<file path="config.mk">
export PLATFORM = sky130hd
export DESIGN_NAME = fetch_controller
export DESIGN_NICKNAME = d
export VERILOG_FILES = /design/src/rtl/fetch_controller.sv
export SDC_FILE = /design/constraint.sdc
export NUM_CORES = 1
export LEC_CHECK = 0
export ABC_AREA = 1
export ABC_CLOCK_PERIOD_IN_PS = 5200
export CELL_PAD_IN_SITES_DETAIL_PLACEMENT = 1
export CELL_PAD_IN_SITES_GLOBAL_PLACEMENT = 1
export CORE_MARGIN = 2
export CORE_UTILIZATION = 38
export DETAILED_ROUTE_END_ITERATION = 6
export GPL_TIMING_DRIVEN = 0
export PLACE_DENSITY_LB_ADDON = 0.12
export RECOVER_POWER = 50
export SYNTH_ARGS = -nofsm -noshare
export SYNTH_HDL_FRONTEND = slang
export SYNTH_SLANG_ARGS = --single-unit
</file>
<file path="constraint.sdc">
create_clock -name clk -period 5.2 [get_ports clk]
set_input_delay 1.04 -clock clk [delete_from_list [all_inputs] [get_ports clk]]
set_output_delay 1.04 -clock clk [all_outputs]
set_load 0.01 [all_outputs]
</file>
<file path="src/rtl/fetch_controller.sv">
// Superscalar fetch sequencer: owns the fetch PC, issues credit-limited
// fetch groups, and squashes/flushes on branch redirect.
module fetch_controller #(
    parameter int          FETCH_WIDTH = 4,
    parameter int          IBUF_DEPTH  = 16,
    parameter logic [15:0] RESET_PC    = 16'h0000
) (
    input  logic        clk,
    input  logic        rst,
    input  logic        redirect_valid,
    input  logic [15:0] redirect_target,
    input  logic        halt_req,
    input  logic [2:0]  ibuf_pop_count,
    output logic        fetch_valid,
    output logic [15:0] fetch_pc,
    output logic [2:0]  num_fetch,
    output logic        resp_valid,
    output logic [2:0]  resp_count,
    output logic [15:0] resp_pc,
    output logic        ibuf_flush,
    output logic        halted
);

    localparam int OW = $clog2(IBUF_DEPTH + 1);

    typedef enum logic [1:0] {RUN, FLUSH, HALT} state_t;

    state_t        state, state_nxt;
    logic [15:0]   pc, pc_nxt;
    logic [15:0]   inflight_pc, inflight_pc_nxt;
    logic [2:0]    inflight_cnt, inflight_cnt_nxt;
    logic [OW-1:0] occ, occ_nxt;
    logic [OW:0]   free;
    logic [OW:0]   sum;
    logic [OW:0]   pop;
    logic [2:0]    grant;

    // Credits count both buffered entries and the group still in the cache.
    assign free = (OW+1)'(IBUF_DEPTH) - {1'b0, occ}
                - (OW+1)'(inflight_cnt);
    assign grant = (free >= (OW+1)'(FETCH_WIDTH))
                 ? 3'(FETCH_WIDTH) : 3'(free);

    assign resp_valid = (inflight_cnt != 3'd0) && (state != FLUSH);
    assign resp_count = inflight_cnt;
    assign resp_pc    = inflight_pc;
    assign fetch_pc   = pc;

    assign sum = {1'b0, occ}
               + (resp_valid ? (OW+1)'(inflight_cnt) : '0);
    assign pop = ((OW+1)'(ibuf_pop_count) > sum)
               ? sum : (OW+1)'(ibuf_pop_count);

    always_comb begin
        state_nxt        = state;
        pc_nxt           = pc;
        inflight_cnt_nxt = inflight_cnt;
        inflight_pc_nxt  = inflight_pc;
        occ_nxt          = OW'(sum - pop);
        fetch_valid      = 1'b0;
        num_fetch        = 3'd0;
        ibuf_flush       = 1'b0;
        halted           = 1'b0;

        unique case (state)
            RUN: begin
                num_fetch   = grant;
                fetch_valid = (grant != 3'd0);
            end
            FLUSH:   ibuf_flush = 1'b1;
            HALT:    halted     = 1'b1;
            default: ;
        endcase

        if (redirect_valid) begin
            pc_nxt           = redirect_target;
            inflight_cnt_nxt = 3'd0;
            state_nxt        = FLUSH;
        end else begin
            unique case (state)
                RUN: begin
                    // The group requested this cycle is already at the
                    // cache, so it stays in flight even when halting.
                    pc_nxt           = pc + 16'({num_fetch, 1'b0});
                    inflight_cnt_nxt = num_fetch;
                    inflight_pc_nxt  = pc;
                    state_nxt        = halt_req ? HALT : RUN;
                end
                default: begin
                    inflight_cnt_nxt = 3'd0;
                    state_nxt        = halt_req ? HALT : RUN;
                end
            endcase
        end

        if (state == FLUSH) begin
            occ_nxt = '0;
        end
    end

    always_ff @(posedge clk) begin
        if (rst) begin
            state        <= RUN;
            pc           <= RESET_PC;
            occ          <= '0;
            inflight_cnt <= 3'd0;
            inflight_pc  <= 16'h0000;
        end else begin
            state        <= state_nxt;
            pc           <= pc_nxt;
            occ          <= occ_nxt;
            inflight_cnt <= inflight_cnt_nxt;
            inflight_pc  <= inflight_pc_nxt;
        end
    end

endmodule

</file>
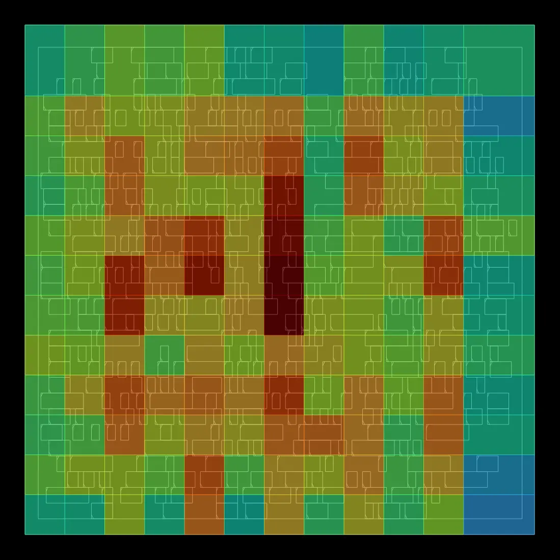
*Congestion heat map, run 1*
gr busiest metal: met2
met3 Use GR: 0.03393

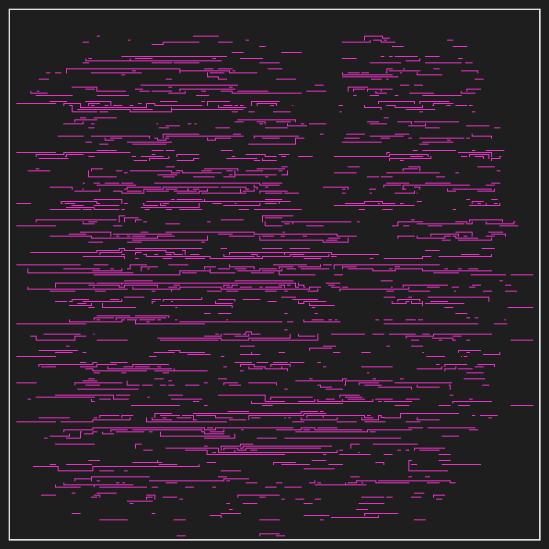
*The metal 1 layer, run 1*
(6 px per um)
main direction: horizontal
longest straight run: 33.1 um
nets with wire on the layer: 472
drt total wl: 8.394 mm
M1 GR Usage: 0.2566
Vias: 2,810

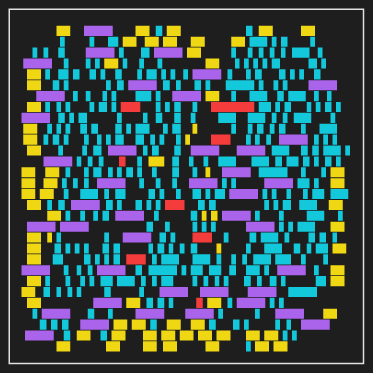
*Cell classes on the final placement, run 1*
(4 px per um)
| class | colour | cells |
|---|---|---|
| flip-flops | purple | 42 |
| clock drivers and dummy loads | red | 8 |
| all other logic | cyan | 341 |
| other buffers and delay cells | yellow | 72 |
Final Util: 0.5150
post-layout instance area: 3518 um^2

==> flow_metrics.py, run 1 <==
# Flow results
metrics = {
    "timing": {
        "holdWs_ns": 0.4772,
        "fin_crit_sh": 0.8006,
        "finalClockSkew_ns": 0.008531,
        "setup_ws_ns": 1.037,
        "drv_slew": 0,
        "worst_pin_slew_ns": 0.6148,
    },
    "routing": {
        "dr.max_layer_used": "met4",
        "route.detailed.drc": 0,
        "ant_nets": 0,
        "drtIter0Drc": 81,
        "met1_length_mm": 3.571,
    },
    "critical_path": {
        "crit_slowest_cell": "clkdlybuf4s50_1",
        "endpoint": "num_fetch[1]",
        "crit_path_max_incr_delay_ns": 0.62,
        "crit_required_ns": 4.16,
        "worst-path-max-fanout": 6,
        "critical_path_depth": 9,
        "crit_path_start": "occ[1]",
        "setup.worst_path.class": "register to output port",
        "reg2reg_to": "occ[4]",
    },
    "power_and_ir_drop": {
        "p_leak_nw": 1.656,
        "top_power_group": "combinational logic",
    },
    "logic_synthesis": {
        "mux_share": 0,
        "yosys.cell_count.top_type": "nand2_1",
        "ys_cells": 391,
        "yosys_most_used_dff": "dfxtp_1",
        "numSynthFlops": 42,
        "synth-warning-count": 0,
        "synthDistinctLibCells": 35,
        "topCellsByArea": "dfxtp_1 (31%), nand2_1 (12%), inv_1 (9.5%), ha_1 (9.3%), nor2_1 (6.8%)",
    },
    "floorplanning": {
        "initial_core_util": 0.3941,
        "die_x_um": 88.18,
        "n_tap_cell": 96,
        "ios": 65,
    },
    "global_route": {
        "grt_max_degree": 14,
        "antenna_found_initial": 0,
        "grt_pass1_wl_mm": 13.50,
    },
    "finish": {
        "buffer_area_frac": 0.1931,
        "nFillCells": 926,
        "lay_top_count": "nand2_1",
        "final-clk-cell-share": 0.03094,
        "logic_area_um2": 1505,
        "syn2layout_area_growth_pct": 30.67,
        "comb_area_frac": 0.4278,
        "layout.cells.non_filler": 559,
        "dominant_cells": "combinational gates",
        "inv_count": 70,
    },
    "run": {
        "warning_count": 27,
        "max_cap_violations": 0,
    },
    "min_path": {
        "hold_end": "resp_pc[0]",
        "hold_path_depth": 2,
    },
    "placed_design": {
        "place_ws_ns": 1.166,
        "post-dp-hpwl_mm": 6.597,
        "dp_cells": 551,
    },
    "cts": {
        "cts_max_path_buffers": 2,
        "clkTransAtPathRegs_ns": 0.08,
        "htreeDepth": 2,
        "post_cts_resized": 0,
        "postCtsSetupRepairBufs": 0,
    },
    "run_status": {
        "status": "complete, no violations",
    },
}
### Drive-strength map, run 1

(4 px per um)
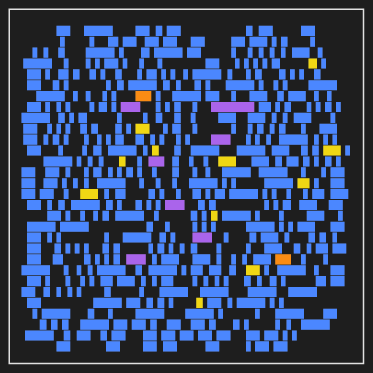

==> run 2, diff against run 1 <==
Settings changed: ABC_CLOCK_PERIOD_IN_PS 5200 to 3700, CORE_UTILIZATION 38 to 32.
Clock period 5.2 ns to 3.7 ns, I/O delays scaled along.
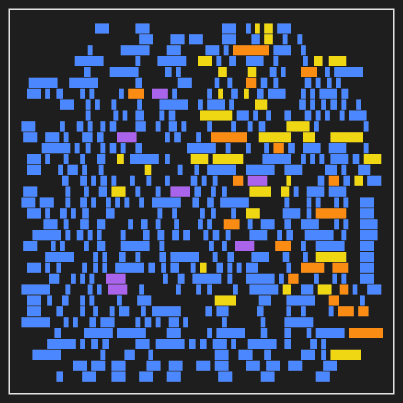
*Drive-strength map, run 2*
(4 px per um)
| size | colour | cells |
|---|---|---|
| drive 3 to 4 | orange | 19 |
| drive 6 and up | purple | 7 |
| drive 1 or less | blue | 410 |
| drive 2 | yellow | 33 |
post-layout instance area: 3709 um^2
Non-clk bufs: 78

==> run 2 against run 1 <==
Global-route usage decreased by 3.4 points. Clock-buffer cell count increased by 1. Final cell count increased by 2.7%.
==> flow_metrics.py, run 2 <==
# Flow results
metrics = {
    "logic_synthesis": {
        "topCellsByArea": "dfxtp_1 (31%), nand2_1 (12%), inv_1 (9.5%), ha_1 (9.3%), nor2_1 (6.8%)",
        "mux_share": 0,
        "yosys_most_used_dff": "dfxtp_1",
        "yosys.cell_count.top_type": "nand2_1",
        "synth-xor-area-share": 0.01626,
        "synth-warning-count": 0,
        "ys_cells": 391,
        "synthDistinctLibCells": 35,
    },
    "critical_path": {
        "crit_path_max_incr_delay_ns": 0.55,
        "crit_slowest_cell": "fa_2",
        "setup.worst_path.class": "register to register",
        "reg2reg_to": "occ[4]",
        "worst-path-max-fanout": 4,
        "crit_required_ns": 3.94,
        "crit_path_start": "state[0]",
        "endpoint": "occ[4]",
    },
    "cts": {
        "clkTransAtPathRegs_ns": 0.09,
        "cts_max_path_buffers": 2,
        "postCtsSetupRepairBufs": 2,
        "post_cts_resized": 13,
    },
    "finish": {
        "dominant_cells": "combinational gates",
        "buffer_area_frac": 0.1967,
        "logic_area_um2": 1638,
        "layout.cells.non_filler": 574,
        "comb_area_frac": 0.4416,
        "inv_count": 70,
        "syn2layout_area_growth_pct": 37.73,
        "final-clk-cell-share": 0.02564,
        "finalCoreUtilization": 0.4536,
    },
    "routing": {
        "routed_wl_mm": 8.271,
        "route.detailed.drc": 0,
        "met1_length_mm": 3.734,
        "dr.max_layer_used": "met4",
    },
    "timing": {
        "drv_slew": 0,
        "holdWs_ns": 0.4796,
        "worst_pin_slew_ns": 0.6045,
        "fin_crit_sh": 0.9714,
        "setup_viol": 0,
    },
    "floorplanning": {
        "n_tap_cell": 105,
        "initial_core_util": 0.3294,
        "ios": 65,
        "die_x_um": 95.73,
    },
    "global_route": {
        "busiest_layer": "met2",
        "antenna_found_initial": 0,
        "groute.layer.met1.usage": 0.2333,
        "grt_pass1_wl_mm": 13.63,
        "grt_max_degree": 14,
    },
    "min_path": {
        "hold_path_depth": 2,
        "hold_end": "resp_pc[0]",
    },
    "placed_design": {
        "post-dp-hpwl_mm": 6.438,
        "place_ws_ns": -0.2903,
        "dp_cells": 560,
    },
    "run": {
        "max_cap_violations": 0,
        "warning_count": 29,
    },
    "power_and_ir_drop": {
        "p_leak_nw": 1.695,
    },
    "run_status": {
        "status": "complete, no violations",
    },
}
